File: src/rtl/cpu_test_pkg.sv
// cpu_test_pkg
//   Shared types and defaults for the CPU test sequencer slice.
//   - seq_state_t : sequencer state encoding
//   - REG_IDX_W   : RISC-V architectural register index width
//   - DEF_*       : default parameter values used by the top and table
package cpu_test_pkg;

    localparam int REG_IDX_W       = 5;
    localparam int DEF_XLEN        = 32;
    localparam int DEF_IMEM_DEPTH  = 64;
    localparam int DEF_NUM_CHECKS  = 8;
    localparam int DEF_CYC_W       = 16;

    typedef enum logic [2:0] {
        ST_LOAD  = 3'd0,
        ST_ARMED = 3'd1,
        ST_RUN   = 3'd2,
        ST_CHECK = 3'd3,
        ST_DONE  = 3'd4
    } seq_state_t;

endpackage

File: src/rtl/cpu_check_table.sv
// cpu_check_table
//   Expected-register table: NUM_CHECKS entries of {en, reg, value}.
//   Ports:
//     clk, rst              : clock, async active-high reset (clears en bits only)
//     we/widx/wen/wreg/wval : synchronous write port
//     ridx                  : read index
//     ren/rreg/rval         : asynchronous read data for entry ridx
import cpu_test_pkg::*;

module cpu_check_table #(
    parameter int XLEN       = DEF_XLEN,
    parameter int NUM_CHECKS = DEF_NUM_CHECKS,
    localparam int IDX_W     = $clog2(NUM_CHECKS)
) (
    input  logic                 clk,
    input  logic                 rst,
    input  logic                 we,
    input  logic [IDX_W-1:0]     widx,
    input  logic                 wen,
    input  logic [REG_IDX_W-1:0] wreg,
    input  logic [XLEN-1:0]      wval,
    input  logic [IDX_W-1:0]     ridx,
    output logic                 ren,
    output logic [REG_IDX_W-1:0] rreg,
    output logic [XLEN-1:0]      rval
);

    logic [NUM_CHECKS-1:0]                en_q;
    logic [NUM_CHECKS-1:0][REG_IDX_W-1:0] reg_q;
    logic [NUM_CHECKS-1:0][XLEN-1:0]      val_q;

    // Only the valid bits need a reset; stale reg/value data is harmless
    // while en is low.
    always_ff @(posedge clk or posedge rst) begin
        if (rst) begin
            en_q <= '0;
        end else if (we) begin
            en_q[widx] <= wen;
        end
    end

    always_ff @(posedge clk) begin
        if (we) begin
            reg_q[widx] <= wreg;
            val_q[widx] <= wval;
        end
    end

    assign ren  = en_q[ridx];
    assign rreg = reg_q[ridx];
    assign rval = val_q[ridx];

endmodule

File: src/rtl/cpu_test_sequencer.sv
// cpu_test_sequencer
//   On-chip load-run-check harness for the RISC-V core.
//   LOAD  : stream program words into IMEM (load_valid/load_ready/load_data/load_last),
//           writes appear on imem_we/imem_addr/imem_wdata one cycle after the handshake.
//   ARMED : CPU held in reset, waiting for start.
//   RUN   : CPU released (cpu_reset=0) until cpu_pc==halt_pc or the max_cycles budget.
//   CHECK : walk the expected table via rf_raddr/rf_rdata, one entry per cycle.
//   DONE  : done/pass/timeout/fail_idx/cycles_run held; start re-runs the same program.
//   Table writes: chk_we/chk_idx/chk_en/chk_reg/chk_value (ignored during CHECK).
import cpu_test_pkg::*;

module cpu_test_sequencer #(
    parameter int XLEN       = DEF_XLEN,
    parameter int IMEM_DEPTH = DEF_IMEM_DEPTH,
    parameter int NUM_CHECKS = DEF_NUM_CHECKS,
    parameter int CYC_W      = DEF_CYC_W,
    localparam int IDX_W     = $clog2(NUM_CHECKS),
    localparam int AW        = $clog2(IMEM_DEPTH)
) (
    input  logic                 clk,
    input  logic                 reset,
    // program load
    input  logic                 load_valid,
    output logic                 load_ready,
    input  logic [XLEN-1:0]      load_data,
    input  logic                 load_last,
    // run control
    input  logic                 start,
    input  logic [CYC_W-1:0]     max_cycles,
    input  logic [XLEN-1:0]      halt_pc,
    // expected table write
    input  logic                 chk_we,
    input  logic [IDX_W-1:0]     chk_idx,
    input  logic                 chk_en,
    input  logic [REG_IDX_W-1:0] chk_reg,
    input  logic [XLEN-1:0]      chk_value,
    // CPU side
    output logic                 cpu_reset,
    input  logic [XLEN-1:0]      cpu_pc,
    output logic                 imem_we,
    output logic [AW-1:0]        imem_addr,
    output logic [XLEN-1:0]      imem_wdata,
    output logic [REG_IDX_W-1:0] rf_raddr,
    input  logic [XLEN-1:0]      rf_rdata,
    // status
    output logic                 done,
    output logic                 pass,
    output logic                 timeout,
    output logic [IDX_W-1:0]     fail_idx,
    output logic [CYC_W-1:0]     cycles_run
);

    seq_state_t          state;
    logic [AW-1:0]       word_cnt;
    logic [IDX_W-1:0]    chk_ptr;

    logic                tbl_en;
    logic [XLEN-1:0]     tbl_val;
    logic                entry_ok;
    logic                halt_hit;
    logic                budget_hit;
    logic [CYC_W:0]      cyc_inc;

    // Table is frozen while it is being walked so the result is coherent.
    cpu_check_table #(
        .XLEN       (XLEN),
        .NUM_CHECKS (NUM_CHECKS)
    ) u_table (
        .clk  (clk),
        .rst  (reset),
        .we   (chk_we && (state != ST_CHECK)),
        .widx (chk_idx),
        .wen  (chk_en),
        .wreg (chk_reg),
        .wval (chk_value),
        .ridx (chk_ptr),
        .ren  (tbl_en),
        .rreg (rf_raddr),
        .rval (tbl_val)
    );

    assign load_ready = (state == ST_LOAD);
    assign entry_ok   = !tbl_en || (rf_rdata == tbl_val);

    // One extra bit so a saturated counter can never alias onto a budget.
    assign cyc_inc    = {1'b0, cycles_run} + {{CYC_W{1'b0}}, 1'b1};
    assign halt_hit   = (cpu_pc == halt_pc);
    assign budget_hit = (max_cycles != '0) && (cyc_inc == {1'b0, max_cycles});

    always_ff @(posedge clk or posedge reset) begin
        if (reset) begin
            state      <= ST_LOAD;
            cpu_reset  <= 1'b1;
            imem_we    <= 1'b0;
            imem_addr  <= '0;
            imem_wdata <= '0;
            word_cnt   <= '0;
            chk_ptr    <= '0;
            done       <= 1'b0;
            pass       <= 1'b0;
            timeout    <= 1'b0;
            fail_idx   <= '0;
            cycles_run <= '0;
        end else begin
            imem_we <= 1'b0;
            case (state)
                ST_LOAD: begin
                    if (load_valid) begin
                        imem_we    <= 1'b1;
                        imem_addr  <= word_cnt;
                        imem_wdata <= load_data;
                        word_cnt   <= word_cnt + AW'(1);
                        // Last slot forces ARMED so the address cannot wrap.
                        if (load_last || (word_cnt == '1))
                            state <= ST_ARMED;
                    end
                end
                ST_ARMED, ST_DONE: begin
                    if (start) begin
                        state      <= ST_RUN;
                        cpu_reset  <= 1'b0;
                        cycles_run <= '0;
                        done       <= 1'b0;
                        pass       <= 1'b0;
                        timeout    <= 1'b0;
                        fail_idx   <= '0;
                    end
                end
                ST_RUN: begin
                    if (halt_hit || budget_hit) begin
                        state     <= ST_CHECK;
                        cpu_reset <= 1'b1;
                        timeout   <= !halt_hit;   // halt wins a tie
                        chk_ptr   <= '0;
                    end else if (cycles_run != '1) begin
                        cycles_run <= cyc_inc[CYC_W-1:0];
                    end
                end
                ST_CHECK: begin
                    if (!entry_ok) begin
                        fail_idx <= chk_ptr;
                        pass     <= 1'b0;
                        done     <= 1'b1;
                        state    <= ST_DONE;
                    end else if (chk_ptr == IDX_W'(NUM_CHECKS - 1)) begin
                        pass  <= !timeout;
                        done  <= 1'b1;
                        state <= ST_DONE;
                    end else begin
                        chk_ptr <= chk_ptr + IDX_W'(1);
                    end
                end
                default: state <= ST_LOAD;
            endcase
        end
    end

endmodule

File: config.mk
export PLATFORM = sky130hd
export DESIGN_NAME = cpu_test_sequencer
export DESIGN_NICKNAME = d
export VERILOG_FILES = /design/src/rtl/cpu_test_pkg.sv /design/src/rtl/cpu_check_table.sv /design/src/rtl/cpu_test_sequencer.sv
export SDC_FILE = /design/constraint.sdc
export NUM_CORES = 1
export LEC_CHECK = 0
export CORE_MARGIN = 1
export CORE_UTILIZATION = 48
export CTS_BUF_LIST = sky130_fd_sc_hd__clkbuf_4 sky130_fd_sc_hd__clkbuf_8
export DETAILED_ROUTE_END_ITERATION = 8
export PLACE_DENSITY_LB_ADDON = 0.2
export SLEW_MARGIN = 0
export SYNTH_ARGS = -nofsm -noshare
export SYNTH_HDL_FRONTEND = slang
export SYNTH_SLANG_ARGS = --single-unit
File: constraint.sdc
create_clock -name clk -period 4.01 [get_ports clk]
set_input_delay 0.802 -clock clk [delete_from_list [all_inputs] [get_ports clk]]
set_output_delay 0.802 -clock clk [all_outputs]
set_load 0.01 [all_outputs]
### Wire density map

(2 px per micron) 37 x 37 tiles, from white (low) to dark blue (high), scaled to the fullest tile. Values are wire area over tile area, all layers added.
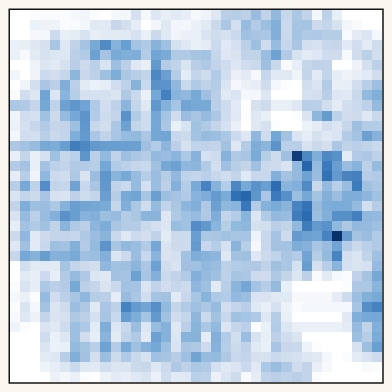
11% of the tiles are over half the peak. The fullest tile reaches 0.59. 6.5% of the tiles are nearly empty.

==> impl_metrics.json <==
{
  "multi_input_comb_cells": 538,
  "wire_per_inst_microns": 20.2,
  "grt_max_degree": 45,
  "syn_area_per_cell_sq_um": 16.6,
  "worst_slew_pin_slew_ns": 0.833,
  "chip_area_sq_um": 34600,
  "ys_sh_simple_pct": 6.26,
  "finalCritPeriodShare_pct": 91.3,
  "clock_sinks": 378,
  "final_core_util_pct": 62.4,
  "largest_class": "flip-flops and latches",
  "slew_violations": 0,
  "sh_comb_area_pct": 24.3,
  "die_x_microns": 186,
  "syn_nets": 1177,
  "p_comb_share_pct": 32.2,
  "slowest_stage": "nor2b_1",
  "setup_viol": 0,
  "p_seq_share_pct": 41.3,
  "edf_count": 296,
  "rows": 67,
  "num-nonclk-buffers": 300,
  "nets": 1491,
  "num-nonclk-inverters": 18,
  "met1_length_mm": 15.4,
  "ys_top_logic_family": "multiplexers",
  "ys_ff": 378,
  "ys_warn_count": 0,
  "seq_share_pct": 52.5,
  "yosys.area.top_type": "edfxtp_1",
  "outcome": "completed",
  "use_met3_pct": 4.21,
  "cp.required_ns": 4.55,
  "n_tap_cell": 448,
  "drv_cap": 0,
  "tool_warnings": 26,
  "drt_iter0_markers": 659,
  "seq_area_frac_synth_pct": 67.3,
  "gp_congestion": 0.823,
  "wl_met3_mm": 2.47,
  "logic_area_sq_um": 5070,
  "place_inst": 1673,
  "area_delta_synth_final_pct": 28.3,
  "yosysMostFrequentCell": "edfxtp_1",
  "crit_chain": "nor2b_1 > a22oi_1 > a31oi_1 > o22ai_1 > or4_1 > o41ai_1 > buf_4 > o211ai_1 > mux2_2",
  "total_power_mw": 12.1,
  "gr-total-overflow": 0,
  "final_antenna_net_count": 0,
  "syn_inst": 982,
  "r2r_slack_ns": 0.35,
  "place_area_sq_um": 19600,
  "dr_total_vias": 9850
}
### Gate families picked out

(2 px per micron)
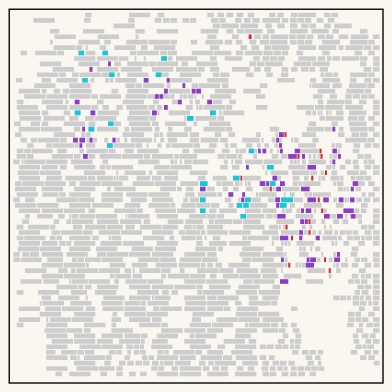
Key: cyan = AND-OR and OR-AND gates [cells 25, most used a22o_1]; red = inverters [cells 18, most used inv_1, where east]; purple = inverting AOI/OAI gates [cells 76, most used o21ai_0]

-- cell usage in the layout, fill, tap and decap left out, drive strengths merged, types with 11 or more instances in the layout --
cell           netlist  layout
mux2                56      56
nand2               31      31
clkbuf              17      80
o21ai               19      19
dfrtp               81      81
nor4                21      21
mux2i               67      67
edfxtp             296     296
xor2                45      45
nand3               26      26
inv                 18      19
nand4               16      16
clkdlybuf4s50        0     258
a22o                17      17
nor2                28      28
mux4                52      52
nor3                11      11
buf                 31      42
xnor2               32      32
clkinv               0      29
-- timing repair --
| action | in CTS | in global routing |
|---|---|---|
| setup endpoints to repair | 0 | 8 |
| hold buffers | 0 | 0 |
| endpoints found under the hold margin | 0 | 0 |
| gates resized | 0 | 1 |
| setup buffers | 0 | 9 |
-- power groups by stage --
stage                     registers (mW)  clock network, mW  logic [mW]
after floorplan                     5.03                  0        2.44
after global placement              5.08                  0        3.78
after detailed placement            5.11                  0        3.83
after CTS                           5.03               3.29        3.84
after global routing                5.05               3.47        4.21
final                               4.99               3.21        3.90
-- state kept, by name, indices dropped and copies added, names as in the netlist, 3 cells and up --
name / cells
fail_idx: 3
chk_ptr: 3
imem_wdata: 32
cycles_run: 16
word_cnt: 6
u_table.en_q: 8
imem_addr: 6
u_table.reg_q: 40
u_table.val_q: 256
state: 3
-- final timing paths --
kind                             from               to  depth (start not counted)
max reg2reg                chk_ptr[1]       chk_ptr[0]                          9
min in group asynchronous       reset  u_table.en_q[4]                          2
min reg2reg                      done             done                          2
min                              done             done                          2
max in group asynchronous       reset        cpu_reset                          3
max                        chk_ptr[1]       chk_ptr[0]                          9
Power figures rest on the tool's default switching activity, not on a simulated workload.
